`src/rtl/clk_gate_ctrl.sv`:
```
`default_nettype none
// ============================================================================
// clk_gate_ctrl : CPU clock-gating sequencer (slow/off entry, timed wake)
// Rev 1.0
// ============================================================================
module clk_gate_ctrl #(
  parameter int ENTER_DLY = 4,
  parameter int WAKE_DLY  = 8,
  parameter int CNT_W     = 4
) (
  input  logic        i_pad_clk,
  input  logic        clkrst_b,
  input  logic        psel,
  input  logic        penable,
  input  logic        pwrite,
  input  logic [3:0]  paddr,
  input  logic [31:0] pwdata,
  output logic [31:0] prdata,
  input  logic        lp_req,
  input  logic [1:0]  lp_mode,
  input  logic        wake_req,
  output logic        gate_en0,
  output logic        gate_en1,
  output logic        lp_ack,
  output logic        wake_ack
);

  typedef enum logic [2:0] {
    ST_IDLE  = 3'd0,
    ST_ENTER = 3'd1,
    ST_SLOW  = 3'd2,
    ST_OFF   = 3'd3,
    ST_WAKE  = 3'd4
  } state_t;

  localparam logic [CNT_W-1:0] ENTER_LOAD = CNT_W'(ENTER_DLY - 1);
  localparam logic [CNT_W-1:0] WAKE_LOAD  = CNT_W'(WAKE_DLY - 1);
  localparam logic [CNT_W-1:0] CNT_ONE    = CNT_W'(1);

  localparam logic [1:0] ADDR_CTRL   = 2'd0;
  localparam logic [1:0] ADDR_STATUS = 2'd1;
  localparam logic [1:0] ADDR_ENTRY  = 2'd2;

  state_t           state_q, state_d;
  logic [CNT_W-1:0] cnt_q, cnt_d;
  logic             off_sel_q, off_sel_d;
  logic             en_q, en_d;
  logic             force_off_q, force_off_d;
  logic [7:0]       entry_cnt_q, entry_cnt_d;
  logic             gate_en0_q, gate_en0_d;
  logic             gate_en1_q, gate_en1_d;
  logic             lp_ack_q, lp_ack_d;
  logic             wake_ack_q, wake_ack_d;

  logic             apb_wr;
  logic             ctrl_wr;
  logic             entry_ok;
  logic [31:0]      rd_data;

  // Only CTRL bits [1:0] and address bits [3:2] carry meaning.
  logic             unused_apb;
  assign unused_apb = ^{pwdata[31:2], paddr[1:0]};

  always_comb begin
    apb_wr      = psel & penable & pwrite;
    ctrl_wr     = apb_wr && (paddr[3:2] == ADDR_CTRL);
    en_d        = en_q;
    force_off_d = force_off_q;
    if (ctrl_wr) begin
      en_d        = pwdata[0];
      force_off_d = pwdata[1];
    end
  end

  // A same-cycle write clearing en vetoes entry; a write setting en does not
  // enable entry until the following cycle.
  assign entry_ok = en_q && !(ctrl_wr && !pwdata[0]) &&
                    lp_req && (lp_mode != 2'b00) && !wake_req;

  always_comb begin
    state_d     = state_q;
    cnt_d       = cnt_q;
    off_sel_d   = off_sel_q;
    entry_cnt_d = entry_cnt_q;
    wake_ack_d  = 1'b0;

    case (state_q)
      ST_IDLE: begin
        if (entry_ok) begin
          state_d   = ST_ENTER;
          cnt_d     = ENTER_LOAD;
          off_sel_d = force_off_q | lp_mode[1];
        end
      end
      ST_ENTER: begin
        if (wake_req || !lp_req) begin
          state_d = ST_IDLE;
          cnt_d   = '0;
        end else if (cnt_q == '0) begin
          state_d     = off_sel_q ? ST_OFF : ST_SLOW;
          entry_cnt_d = entry_cnt_q + 8'd1;
        end else begin
          cnt_d = cnt_q - CNT_ONE;
        end
      end
      ST_SLOW, ST_OFF: begin
        if (wake_req || !lp_req || !en_q) begin
          state_d = ST_WAKE;
          cnt_d   = WAKE_LOAD;
        end
      end
      ST_WAKE: begin
        if (cnt_q == '0) begin
          state_d    = ST_IDLE;
          wake_ack_d = 1'b1;
        end else begin
          cnt_d = cnt_q - CNT_ONE;
        end
      end
      default: begin
        state_d = ST_IDLE;
        cnt_d   = '0;
      end
    endcase

    // Decoded from next state so the gate controls flip with the state flop.
    gate_en0_d = (state_d == ST_SLOW);
    gate_en1_d = (state_d == ST_OFF);
    lp_ack_d   = (state_d == ST_SLOW) || (state_d == ST_OFF);
  end

  always_ff @(posedge i_pad_clk or negedge clkrst_b) begin
    if (!clkrst_b) begin
      state_q     <= ST_IDLE;
      cnt_q       <= '0;
      off_sel_q   <= 1'b0;
      en_q        <= 1'b0;
      force_off_q <= 1'b0;
      entry_cnt_q <= 8'h00;
      gate_en0_q  <= 1'b0;
      gate_en1_q  <= 1'b0;
      lp_ack_q    <= 1'b0;
      wake_ack_q  <= 1'b0;
    end else begin
      state_q     <= state_d;
      cnt_q       <= cnt_d;
      off_sel_q   <= off_sel_d;
      en_q        <= en_d;
      force_off_q <= force_off_d;
      entry_cnt_q <= entry_cnt_d;
      gate_en0_q  <= gate_en0_d;
      gate_en1_q  <= gate_en1_d;
      lp_ack_q    <= lp_ack_d;
      wake_ack_q  <= wake_ack_d;
    end
  end

  always_comb begin
    rd_data = 32'h0000_0000;
    if (psel) begin
      case (paddr[3:2])
        ADDR_CTRL:   rd_data = {30'b0, force_off_q, en_q};
        ADDR_STATUS: rd_data = {21'b0, gate_en1_q, gate_en0_q, lp_ack_q, 5'b0, state_q};
        ADDR_ENTRY:  rd_data = {24'b0, entry_cnt_q};
        default:     rd_data = 32'h0000_0000;
      endcase
    end
  end

  assign prdata   = rd_data;
  assign gate_en0 = gate_en0_q;
  assign gate_en1 = gate_en1_q;
  assign lp_ack   = lp_ack_q;
  assign wake_ack = wake_ack_q;

endmodule
`default_nettype wire
```
`config.mk`:
```
export PLATFORM = sky130hd
export DESIGN_NAME = clk_gate_ctrl
export DESIGN_NICKNAME = d
export VERILOG_FILES = /design/src/rtl/clk_gate_ctrl.sv
export SDC_FILE = /design/constraint.sdc
export NUM_CORES = 1
export LEC_CHECK = 0
export ABC_AREA = 1
export CORE_MARGIN = 3
export CORE_UTILIZATION = 35
export CTS_CLUSTER_DIAMETER = 60
export DETAILED_ROUTE_END_ITERATION = 8
export MAX_ROUTING_LAYER = met4
export PLACE_DENSITY = 0.75
export SYNTH_ARGS = -nofsm -noshare
export SYNTH_HDL_FRONTEND = slang
export SYNTH_SLANG_ARGS = --single-unit
```
`constraint.sdc`:
```
create_clock -name i_pad_clk -period 3.5 [get_ports i_pad_clk]
set_clock_uncertainty 0.15 [all_clocks]
set_input_delay 0.525 -clock i_pad_clk [delete_from_list [all_inputs] [get_ports i_pad_clk]]
set_output_delay 0.525 -clock i_pad_clk [all_outputs]
set_load 0.005 [all_outputs]
```
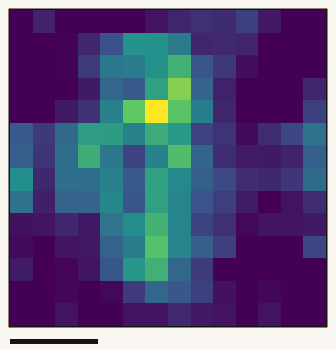
(run_1/metal_density.png)
Scale bar: 20 µm. 14 x 14 tiles, from dark purple (low) to yellow (high), scaled to the fullest tile. Values are wire area over tile area, all layers added.
fullest tile: 0.46
densest ninth of the die: center
nearly empty tiles: 29%
emptiest ninth of the die: south-east
tiles over half the peak: 11%

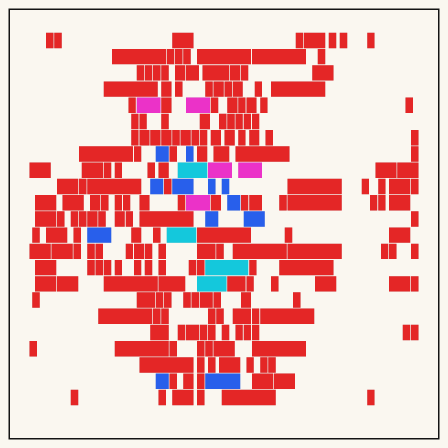
(run_1/sizes.png)
legend:
  blue:
    size: _2 cells
    cells: 12
    share: 5.1%
  red:
    size: _0 and _1 cells
    cells: 215
    share: 91%
  magenta:
    size: _3 and _4 cells
    cells: 5
    share: 2.1%
  cyan:
    size: _6 and larger
    cells: 4
    share: 1.7%
Non-clk bufs: 27
setup slack after layout: 0.685 ns

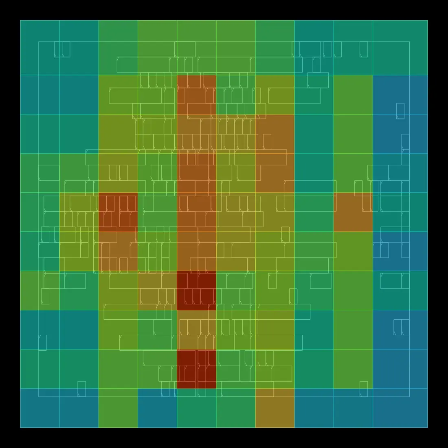
(run_1/congestion.png)
most used routing layer in global routing: met2
global-route track usage on met3: 1.26%
total routing resource utilization after global routing: 12.0%
utilization after layout: 44.2%

==> results.json, run 1 <==
{
  "run_status": "finished, final reports clean",
  "count_of_sequential_standard_cells": 22,
  "crit_top_cell": "clkdlybuf4s50_1",
  "die_height_um": 71.7,
  "ys_warn_count": 0,
  "fp.dieArea_mm2": 0.00515,
  "final-seq-area_um2": 551,
  "met2WireLength_mm": 1.35,
  "placement_rows": 23,
  "fillerInstances": 409,
  "syn-mean-instance-area_um2": 7.31,
  "hold_slack_ns": 0.349,
  "hold_end": "off_sel_q",
  "power.switching_fraction_pct": 34.5,
  "area_share_nonclk_buffers_pct": 15.0,
  "postSynth.asyncResetShare_pct": 100,
  "openroad.warnings": 58,
  "clock-sinks": 22,
  "grt_pass1_wl_mm": 4.76,
  "seq_cell_power_mw": 0.323,
  "critical_path.endpoint_type": "output pin",
  "power_per_cell_area_mw_per_mm2": 383,
  "grt_start_max_net_pins": 23,
  "comb_share_pct": 41.7,
  "global_route.overflow_total": 0,
  "root_buffer": "clkbuf_8",
  "cp_max_fo": 4,
  "timing.critical_path.depth": 6,
  "internal_power_mw": 0.452
}
==> run_1/placement_by_type.png <==
Scale bar: 20 µm.
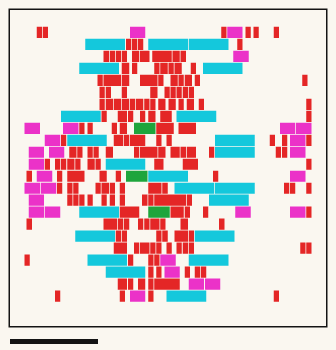

## Run 2: what changed since run 1
- PLACE_DENSITY: 0.75 -> 0.78
- clock period: 3.5 -> 2.3 ns (I/O delays scaled with it)
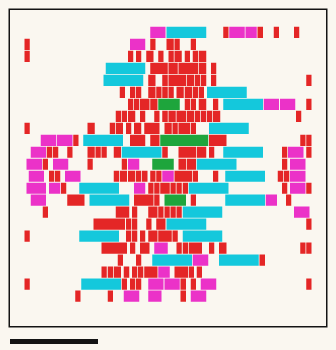
(run_2/placement_by_type.png)
Scale bar: 20 µm.
legend:
  red:
    class: combinational and other logic
    cells: 184
    share_of_their_area: 48%
  green:
    class: clock drivers and dummy loads
    cells: 4
    share_of_their_area: 3.9%
  cyan:
    class: sequential cells
    cells: 22
    share_of_their_area: 30%
  magenta:
    class: remaining buffers and delay cells
    cells: 34
    share_of_their_area: 18%
utilization after layout: 46.3%
placeable core area: 0.00409 mm²
placement row count: 23
fraction of standard cell area that is sequential: 29.1%

==> run 2 against run 1 <==
Net effect: total power is 74% higher; non-clock buffer count grew 7; clock power increased by 140%; largest cell class unchanged.
==> results.json, run 2 <==
{
  "run_status": "finished, final reports clean",
  "clock-sinks": 22,
  "ys_warn_count": 0,
  "fp.dieArea_mm2": 0.00515,
  "cp_max_fo": 3,
  "fp_util_pct": 37.0,
  "power.combinational.total_mw": 0.348,
  "vias_in_the_first_global_route": 1190,
  "seq_cell_power_mw": 0.490,
  "cp_class": "in2out",
  "largest_class": "logic gates",
  "final-seq-area_um2": 551,
  "critical_path.endpoint_type": "output pin",
  "globalRoute.busiestLayer": "met2",
  "postCtsSetupBuffers": 0,
  "hold_slack_ns": 0.266,
  "count_of_sequential_standard_cells": 22,
  "power_per_cell_area_mw_per_mm2": 635,
  "finalSetupViolCount": 0,
  "grt_setup_unrepaired": "no",
  "synth_cell_type_count": 26,
  "areaGrowthSynthToFinish_pct": 25.1,
  "area_share_nonclk_buffers_pct": 17.1,
  "fillerInstances": 400,
  "multiInputCombCellCount": 150,
  "global_route.overflow_total": 0,
  "openroad.warnings": 58,
  "non_clock_buffer_count": 34,
  "root_buffer": "clkbuf_8",
  "cp_slowest_cell": "clkdlybuf4s50_1",
  "grt_start_max_net_pins": 23,
  "synth.ff_latch_count": 22,
  "net-switching-power_mw": 0.390,
  "postSynth.asyncResetShare_pct": 100,
  "area_fraction_in_mux_cells_pct": 0.744,
  "met2WireLength_mm": 1.46,
  "grt_pass1_wl_mm": 5.11,
  "synth_largest_type_area_fraction_pct": 36.4,
  "internal_power_mw": 0.811,
  "synth.most_common_cell": "nand2_1",
  "diodes": 0,
  "postLayoutSetupSlackWorst_ns": 0.164,
  "nets": 292,
  "power.switching_fraction_pct": 32.5,
  "comb_share_pct": 40.0,
  "syn-mean-instance-area_um2": 7.31,
  "globalplace.congestion": 0.811,
  "timing.critical_path.depth": 9,
  "die_height_um": 71.7
}
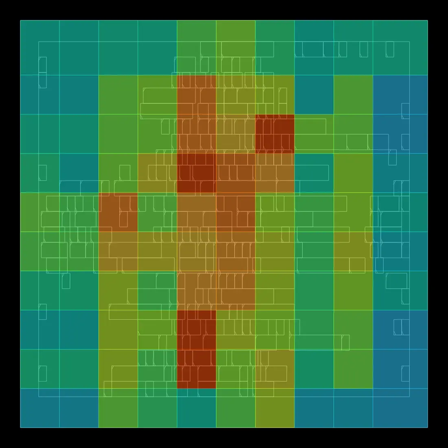
(run_2/congestion.png)
GR met2 Demand/Resource: 20.1%
global-route track usage on met3: 1.40%
met1 capacity usage during global routing: 16.7%
total routing resource utilization after global routing: 12.6%

==> run_2/io_fan.png <==
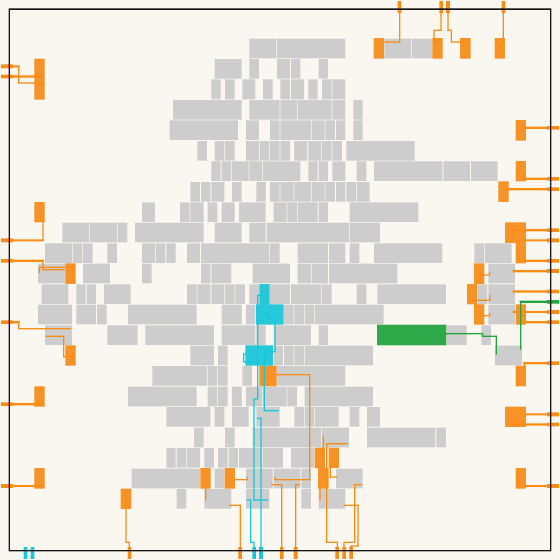

## Run 3: what changed since run 2
- PLACE_DENSITY: 0.78 -> 0.76
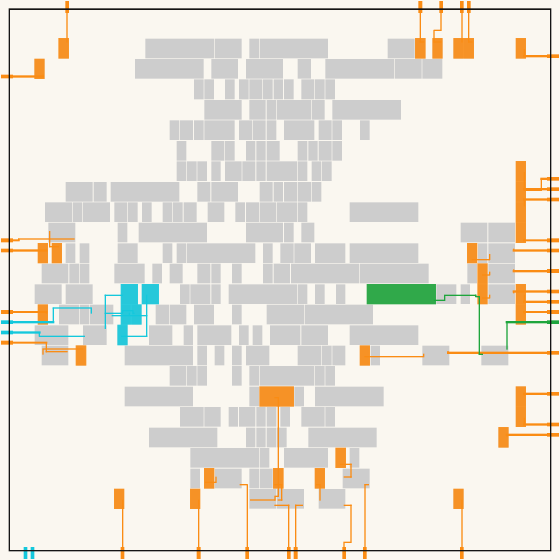
(run_3/io_fan.png)
legend:
  green:
    port: `lp_ack`
    bits: 1
    direction: output
    edge: east
    end_cells: 1
    wire: 23.8 µm
  orange:
    port: `prdata`
    bits: 32
    direction: output
    edge: 14 east, 8 south, 5 west, 5 north
    end_cells: 32
    wire: 230 µm
  cyan:
    port: `paddr`
    bits: 4
    direction: input
    edge: 2 south, 2 west
    end_cells: 5
    wire: 47.8 µm

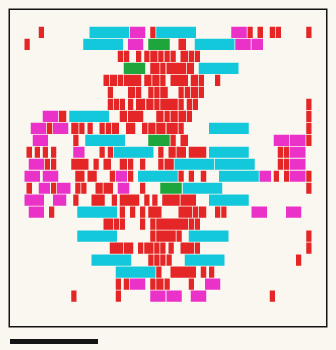
(run_3/placement_by_type.png)
Scale bar: 20 µm.
legend:
  green:
    class: clock drivers and dummy loads
    cells: 4
    share_of_their_area: 3.0%
  magenta:
    class: remaining buffers and delay cells
    cells: 33
    share_of_their_area: 17%
  red:
    class: combinational and other logic
    cells: 184
    share_of_their_area: 49%
  cyan:
    class: sequential cells
    cells: 22
    share_of_their_area: 30%
utilization after layout: 46.0%
area of all placed cells without fillers: 0.00188 mm²
fraction of standard cell area that is sequential: 29.3%

==> run 3 against run 2 <==
Net effect: wire length shrank 4.0%; highest routed layer unchanged; critical endpoint is now prdata[1]; critical path depth is the same; setup slack gained 0.0058 ns; largest power group unchanged; die area is the same.
==> results.json, run 3 <==
{
  "run_status": "finished, final reports clean",
  "clock-sinks": 22,
  "fillerInstances": 406,
  "syn-mean-instance-area_um2": 7.31,
  "synth.most_common_cell": "nand2_1",
  "grt_pass1_wl_mm": 5.17,
  "cp_class": "in2out",
  "largest_class": "logic gates",
  "diodes": 0,
  "multiInputCombCellCount": 150,
  "timing.critical_path.depth": 9,
  "gr-usage-met1_pct": 17.5,
  "synth_cell_type_count": 26,
  "non_clock_buffer_count": 33,
  "grt_use_total_pct": 12.8,
  "count_of_sequential_standard_cells": 22,
  "area_fraction_in_mux_cells_pct": 0.744,
  "postLayoutSetupSlackWorst_ns": 0.170,
  "power.switching_fraction_pct": 34.2,
  "fp_util_pct": 37.0,
  "global_route.usage.met2_pct": 19.3,
  "grt_setup_unrepaired": "no",
  "internal_power_mw": 0.729,
  "global_route.overflow_total": 0,
  "hold_slack_ns": 0.264,
  "core_area_mm2": 0.00409,
  "seq_cell_power_mw": 0.492,
  "ys_warn_count": 0,
  "final-seq-area_um2": 551,
  "placement_rows": 23,
  "postSynth.asyncResetShare_pct": 100,
  "fp.dieArea_mm2": 0.00515,
  "synth.ff_latch_count": 22,
  "synth_largest_type_area_fraction_pct": 36.4,
  "grt_start_max_net_pins": 23,
  "postCtsSetupBuffers": 0,
  "areaGrowthSynthToFinish_pct": 24.2,
  "cp_slowest_cell": "clkdlybuf4s50_1",
  "die_height_um": 71.7,
  "cp_max_fo": 3
}
Power is estimated from default activity; no workload was simulated.
